File: config.mk
export PLATFORM = sky130hd
export DESIGN_NAME = legv8_mc_ctrl
export DESIGN_NICKNAME = d
export VERILOG_FILES = /design/src/rtl/legv8_mc_ctrl.sv
export SDC_FILE = /design/constraint.sdc
export NUM_CORES = 1
export LEC_CHECK = 0
export CORE_ASPECT_RATIO = 0.6
export CORE_MARGIN = 3
export CORE_UTILIZATION = 40
export CTS_CLUSTER_DIAMETER = 80
export CTS_CLUSTER_SIZE = 30
export DETAILED_ROUTE_END_ITERATION = 10
export GPL_TIMING_DRIVEN = 0
export PLACE_DENSITY = 0.68
export RECOVER_POWER = 100
export SLEW_MARGIN = 20
export SYNTH_ARGS = -nofsm -noshare
export SYNTH_HDL_FRONTEND = slang
export SYNTH_SLANG_ARGS = --single-unit
File: constraint.sdc
create_clock -name clk -period 2.3 [get_ports clk]
set_input_delay 0.23 -clock clk [delete_from_list [all_inputs] [get_ports clk]]
set_output_delay 0.23 -clock clk [all_outputs]
set_load 0.02 [all_outputs]
File: src/rtl/legv8_mc_ctrl.sv
// Multi-cycle LEGv8 main controller: classifies the opcode on fetch and walks
// FETCH/DECODE/EXEC/MEM/WB, driving datapath strobes and counting retired instructions.
//
// state    | meaning
// ---------+-----------------------------------------------------------
// S_FETCH  | waiting for instr_valid; handshake loads IR, class, PC+4
// S_DECODE | class known; illegal opcodes are reported and dropped here
// S_EXEC   | ALU step; branches resolve and retire here
// S_MEM    | data memory access, bounded by MEM_WAIT_MAX cycles
// S_WB     | register-file write, retire
module legv8_mc_ctrl #(
    parameter int MEM_WAIT_MAX = 8,
    parameter int CNT_W        = 32
) (
    input  logic             clk,
    input  logic             reset,
    input  logic [10:0]      op,
    input  logic             instr_valid,
    output logic             instr_ready,
    input  logic             zero,
    input  logic             mem_ready,
    output logic             ir_write,
    output logic             pc_write,
    output logic             pc_src,
    output logic             Reg2Loc,
    output logic             ALUSrc,
    output logic             MemtoReg,
    output logic             RegWrite,
    output logic             MemRead,
    output logic             MemWrite,
    output logic [1:0]       ALUOp,
    output logic             illegal,
    output logic             mem_timeout,
    output logic [CNT_W-1:0] retired
);

    localparam int WAIT_W = (MEM_WAIT_MAX > 1) ? $clog2(MEM_WAIT_MAX) : 1;
    localparam logic [WAIT_W-1:0] WAIT_LAST = WAIT_W'(MEM_WAIT_MAX - 1);

    typedef enum logic [2:0] {S_FETCH, S_DECODE, S_EXEC, S_MEM, S_WB} state_t;
    typedef enum logic [2:0] {C_ILL, C_LDUR, C_STUR, C_R, C_ADDI, C_CBZ, C_CBNZ, C_B} class_t;

    state_t            state, state_nxt;
    class_t            cls, dec_cls;
    logic [WAIT_W-1:0] wait_cnt, cnt_nxt;
    logic              retire, taken;
    logic              pw_c, ps_c, rw_c, mr_c, mw_c, ill_c, to_c;
    logic              r2l_c, as_c, m2r_c;
    logic [1:0]        aluop_c;

    always_comb begin
        casez (op)
            11'b11111000010: dec_cls = C_LDUR;
            11'b11111000000: dec_cls = C_STUR;
            11'b10001011000,
            11'b11001011000,
            11'b10001010000,
            11'b10101010000: dec_cls = C_R;
            11'b1001000100?: dec_cls = C_ADDI;
            11'b10110100???: dec_cls = C_CBZ;
            11'b10110101???: dec_cls = C_CBNZ;
            11'b000101?????: dec_cls = C_B;
            default:         dec_cls = C_ILL;
        endcase
    end

    always_ff @(posedge clk or negedge reset) begin
        if (!reset) begin
            state    <= S_FETCH;
            cls      <= C_ILL;
            wait_cnt <= '0;
            retired  <= '0;
        end else begin
            state    <= state_nxt;
            wait_cnt <= cnt_nxt;
            if (state == S_FETCH && instr_valid)
                cls <= dec_cls;
            if (retire)
                retired <= retired + CNT_W'(1);
        end
    end

    assign taken = (cls == C_B) || (cls == C_CBZ && zero) || (cls == C_CBNZ && !zero);

    always_comb begin
        state_nxt = state;
        cnt_nxt   = wait_cnt;
        retire    = 1'b0;
        pw_c      = 1'b0;
        ps_c      = 1'b0;
        rw_c      = 1'b0;
        mr_c      = 1'b0;
        mw_c      = 1'b0;
        ill_c     = 1'b0;
        to_c      = 1'b0;
        case (state)
            S_FETCH: begin
                if (instr_valid) begin
                    pw_c      = 1'b1;
                    state_nxt = S_DECODE;
                end
            end
            S_DECODE: begin
                if (cls == C_ILL) begin
                    ill_c     = 1'b1;
                    state_nxt = S_FETCH;
                end else begin
                    state_nxt = S_EXEC;
                end
            end
            S_EXEC: begin
                case (cls)
                    C_CBZ, C_CBNZ, C_B: begin
                        pw_c      = taken;
                        ps_c      = 1'b1;
                        retire    = 1'b1;
                        state_nxt = S_FETCH;
                    end
                    C_LDUR, C_STUR: begin
                        cnt_nxt   = '0;
                        state_nxt = S_MEM;
                    end
                    C_R, C_ADDI: state_nxt = S_WB;
                    default:     state_nxt = S_FETCH;
                endcase
            end
            S_MEM: begin
                mr_c = (cls == C_LDUR);
                mw_c = (cls == C_STUR);
                // A late mem_ready on the final allowed cycle still wins over the timeout.
                if (mem_ready) begin
                    if (cls == C_LDUR) begin
                        state_nxt = S_WB;
                    end else begin
                        retire    = 1'b1;
                        state_nxt = S_FETCH;
                    end
                end else if (wait_cnt == WAIT_LAST) begin
                    to_c      = 1'b1;
                    state_nxt = S_FETCH;
                end else begin
                    cnt_nxt = wait_cnt + 1'b1;
                end
            end
            S_WB: begin
                rw_c      = 1'b1;
                retire    = 1'b1;
                state_nxt = S_FETCH;
            end
            default: state_nxt = S_FETCH;
        endcase
    end

    always_comb begin
        r2l_c   = 1'b0;
        as_c    = 1'b0;
        m2r_c   = 1'b0;
        aluop_c = 2'b00;
        if (state != S_FETCH) begin
            case (cls)
                C_LDUR: begin as_c = 1'b1; m2r_c = 1'b1; end
                C_STUR: begin r2l_c = 1'b1; as_c = 1'b1; end
                C_R:    aluop_c = 2'b10;
                C_ADDI: begin as_c = 1'b1; aluop_c = 2'b10; end
                C_CBZ, C_CBNZ: begin r2l_c = 1'b1; aluop_c = 2'b01; end
                default: ;
            endcase
        end
    end

    // State is already FETCH during reset, so every output is gated to stay quiet.
    assign instr_ready = reset && (state == S_FETCH);
    assign ir_write    = instr_valid && instr_ready;
    assign pc_write    = reset && pw_c;
    assign pc_src      = reset && ps_c;
    assign Reg2Loc     = reset && r2l_c;
    assign ALUSrc      = reset && as_c;
    assign MemtoReg    = reset && m2r_c;
    assign RegWrite    = reset && rw_c;
    assign MemRead     = reset && mr_c;
    assign MemWrite    = reset && mw_c;
    assign ALUOp       = reset ? aluop_c : 2'b00;
    assign illegal     = reset && ill_c;
    assign mem_timeout = reset && to_c;

endmodule

### Metal 1

Supply wires on this layer in gray. Cells faint in the background.
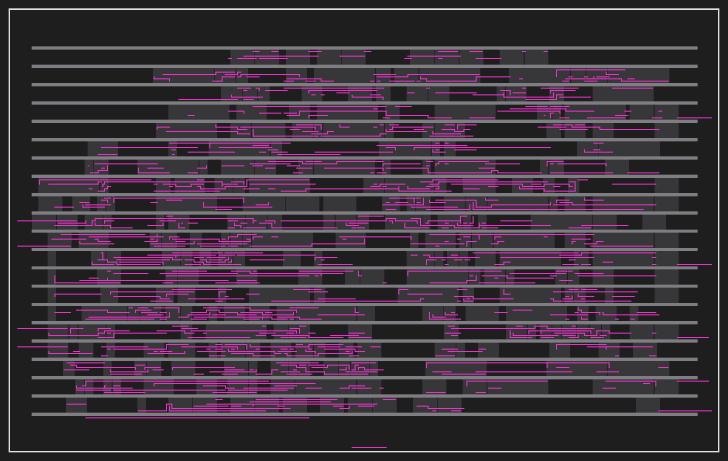
longest straight run: 33.1 µm
main direction: horizontal
vias post-DR: 2,022
wirelength, routed: 5.74 mm
met1 Track Usage GR: 27.5%

### Routing congestion map

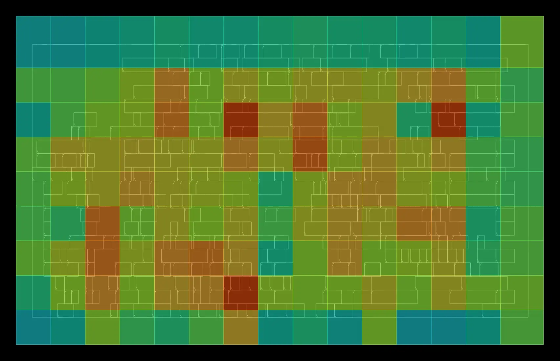
GRT Resource Usage Total: 17.4%
global-route track usage on met2: 24.4%
post-layout utilization of the core: 57.7%
layer with the highest usage after global routing: met1
wire length per cell after detailed routing: 15.0 µm

==> results_dict.tcl <==
# metrics dict for downstream scripts
set metrics [dict create \
    run_status "finished clean" \
    critPathRequiredTime_ps 2070 \
    p_leak_uw 0.00140 \
    synth-cells-yosys 237 \
    layout-drive-gt1-share_pct 10.1 \
    layout-area-overhead-vs-synth_pct 31.7 \
    synth_area_per_cell_um2 9.96 \
    warnings 26 \
    ff_latch_area_mm2 0.00103 \
    number_of_max_capacitance_violations_reported 0 \
    setup-violations-final 0 \
    flip_flop_cell_with_the_highest_count_after_synthesis "sky130_fd_sc_hd__dfrtp_1" \
    fmax_mhz 459 \
    worst_skew_pair.late_latency_ps 290 \
    synth-adder-area-share_pct 1.59 \
    logic_family "simple AND/OR/NAND/NOR gates" \
    clock_tree.htree_level_count 2 \
    critPathSlowestCell "sky130_fd_sc_hd__clkdlybuf4s50_1" \
    lay_top_count "sky130_fd_sc_hd__dfrtp_1" \
    crit_chain "clkbuf_2 -> nor2_1 -> and3_1 -> clkdlybuf4s50_1" \
    clkTransAtPathRegs_ps 80 \
    synth_warnings 0 \
    fp-row-count 20 \
    number_of_antenna_violations_at_the_first_check_in_global_routing 0 \
    chipHeight_um 65.5 \
    pin_count_of_the_biggest_net_entering_global_routing 28 \
    synth.net_count 256 \
    synth-simple-area-share_pct 29.0 \
    die_w_um 105 \
    floorplan.die_area_mm2 0.00689 \
    final_min_period_over_clock_period_pct 94.7 \
    worst-endpoint-arrival_ps 1950 \
    ys_sh_mux_pct 1.86 \
    fp-utilization_pct 43.9 \
    worst_setup_path_start_kind "flop" \
    num-nets-final 326 \
    dp_hpwl_mm 4.41 \
    final-hold-violation-count 0 \
    slew_headroom_pct 3.46 \
    cts_tree "done" \
    timing.critical_path.to_type "output pin" \
    detail_route.vias_per_cell 5.27 \
    mostFrequentLayoutCells "41 x sky130_fd_sc_hd__dfrtp_1, 35 x sky130_fd_sc_hd__dlygate4sd3_1, 24 x sky130_fd_sc_hd__nand2_1" \
    initialDrtViolationCount 62 \
    gp_routability_congestion 0.808 \
    final_max_slew_viol_count 0 \
    shortest_period_the_worst_path_allows_ps 2180 \
    firstDrtPassIters 4 \
    drt_drc_violations_left 0 \
    cts_max_path_buffers 2 \
    comb_area_mm2 0.00125 \
    worst_path_largest_cell_delay_ps 610 \
    post-layout-total-power_uw 2620 \
    ir_drop_worst_vdd_mv 0.476 \
    top_level_ports 62 \
    ys_types 58 \
    grt_setup_unrepaired "false" \
    synth-async-reset-ratio_pct 100 \
    synth_area_mm2 0.00236 \
    synth-edff-count 0 \
    final.setup_skew_ps 8.13 \
    worst-setup-path-type "flop to output pin" \
    ys_sh_xor_pct 12.2 \
    crit_path_max_fanout 9 \
    tritoncts.num_buffers 5 \
]
### M2 wires

Cells faint in the background.
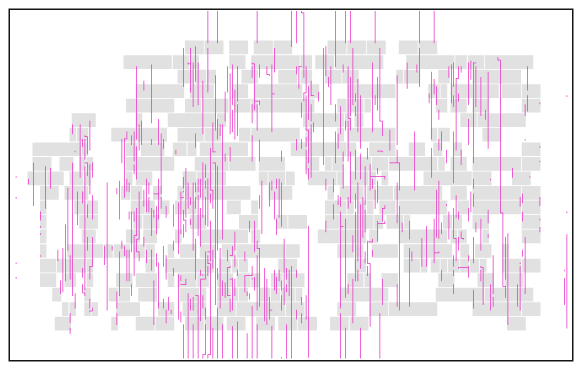
nets with wire on the layer: 274
main direction: vertical

### Nets reached from selected ports

Scale bar: 20 µm.
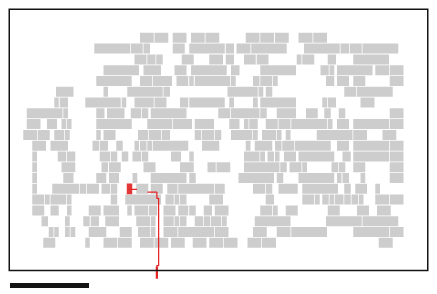
[red] pc_write | bits: 1 | direction: output | edge: bottom | end cells: 1 | buffers: 1 | wire: 24.3 µm

report_power, final:
part,internal [µW],total [µW],switching (µW)
logic,482,1180,693
clock network,237,482,245
registers,840,966,126
worst max-delay path, delay by kind of cell, from the launching register on:
family	cells	cell delay, ps
buffers and inverters	2	790
and+or+nand+nor	2	500
DFF	1	370
area by class of cell:
type	count	share of cell area, %
plain buffers	7	1.17
clock buffers	6	2.66
clock inverters	1	0.242
flip-flops and latches	41	33.0
well taps	77	3.10
multi-input cells	182	40.3
inverters	6	0.725
repair buffers	64	18.8
state kept, by name (all words and copies together), names as in the netlist:
name,flops
cls,3
wait_cnt,3
state,3
retired,32
cells in the mapped netlist (all sizes together), types with 2 or more instances:
cell type	number	share of area, %
o21ai	3	0.64
nand4	11	3.2
nor3	12	2.5
xor2	14	5.2
nand3	13	3.3
inv	6	0.95
nand2	24	3.8
or3b	2	0.85
and3	6	1.6
clkbuf	5	0.85
a211oi	2	1.2
ha	3	1.6
dfrtp	41	43
nor2b	2	0.53
xnor2	19	7.1
a21oi	9	2.2
buf	3	1.0
o22ai	3	0.80
nand3b	3	0.95
nor2	18	3.0
nor3b	6	2.6
and2	2	0.58
nor4	5	2.2
o41ai	2	0.74
mux2	3	1.4
nor4b	2	0.74
metal layers:
layer  wire length [µm]  up-vias  part of all wire (%)  track usage (%)
met3                338        4                   5.9             3.73
met5                  0        -                     0                0
met2               2330       56                    41             24.4
met4                 31        0                  0.54             2.95
li1                   -      994                     -                -
met1               3040      968                    53             27.5
worst paths after layout:
| path | startpoint | end | slack [ps] | cells after the start |
|---|---|---|---|---|
| hold reg to reg | retired[31] | retired[31] | 470 | 1 |
| setup reg to reg | cls[0] | retired[28] | 190 | 6 |
| hold / removal | retired[31] | retired[31] | 470 | 1 |
| max in group asynchronous | reset | wait_cnt[0] | 750 | 2 |
| setup / recovery | state[0] | pc_src | 120 | 4 |
| min in group asynchronous | reset | retired[3] | 700 | 2 |
logic make-up (layout without fill, tap and decap cells):
group,Yosys count,count (layout)
muxes,4,4
and+or+nand+nor,114,114
buffers and inverters,14,84
DFF,41,41
adders and majority gates,3,3
xor gates and xnor gates,33,33
AOI/OAI and AO/OA,28,28
repair_timing:
item                                   4_1_cts  5_1_grt
setup endpoints to repair                    9        6
hold buffers                                 1        0
setup buffers                                1        0
gates resized                                9        9
pin swaps                                    1        0
gates cloned                                 0        0
endpoints found under the hold margin       14        0
stage by stage:
stage | hold slack (ps) | setup WS [ps] | utilization, % | std cells | setup TNS (ps)
global placement | 461 | -1820 | 57.0 | 375 | -30610
global route | 500 | 42.5 | 57.7 | 384 | 0
finish | 475 | 121 | 57.7 | 384 | 0
floorplan | -65.6 | 561 | - | 237 | 0
CTS | 42.5 | 13.8 | 59.2 | 384 | 0
detailed placement | 224 | 50.2 | 57.3 | 376 | 0
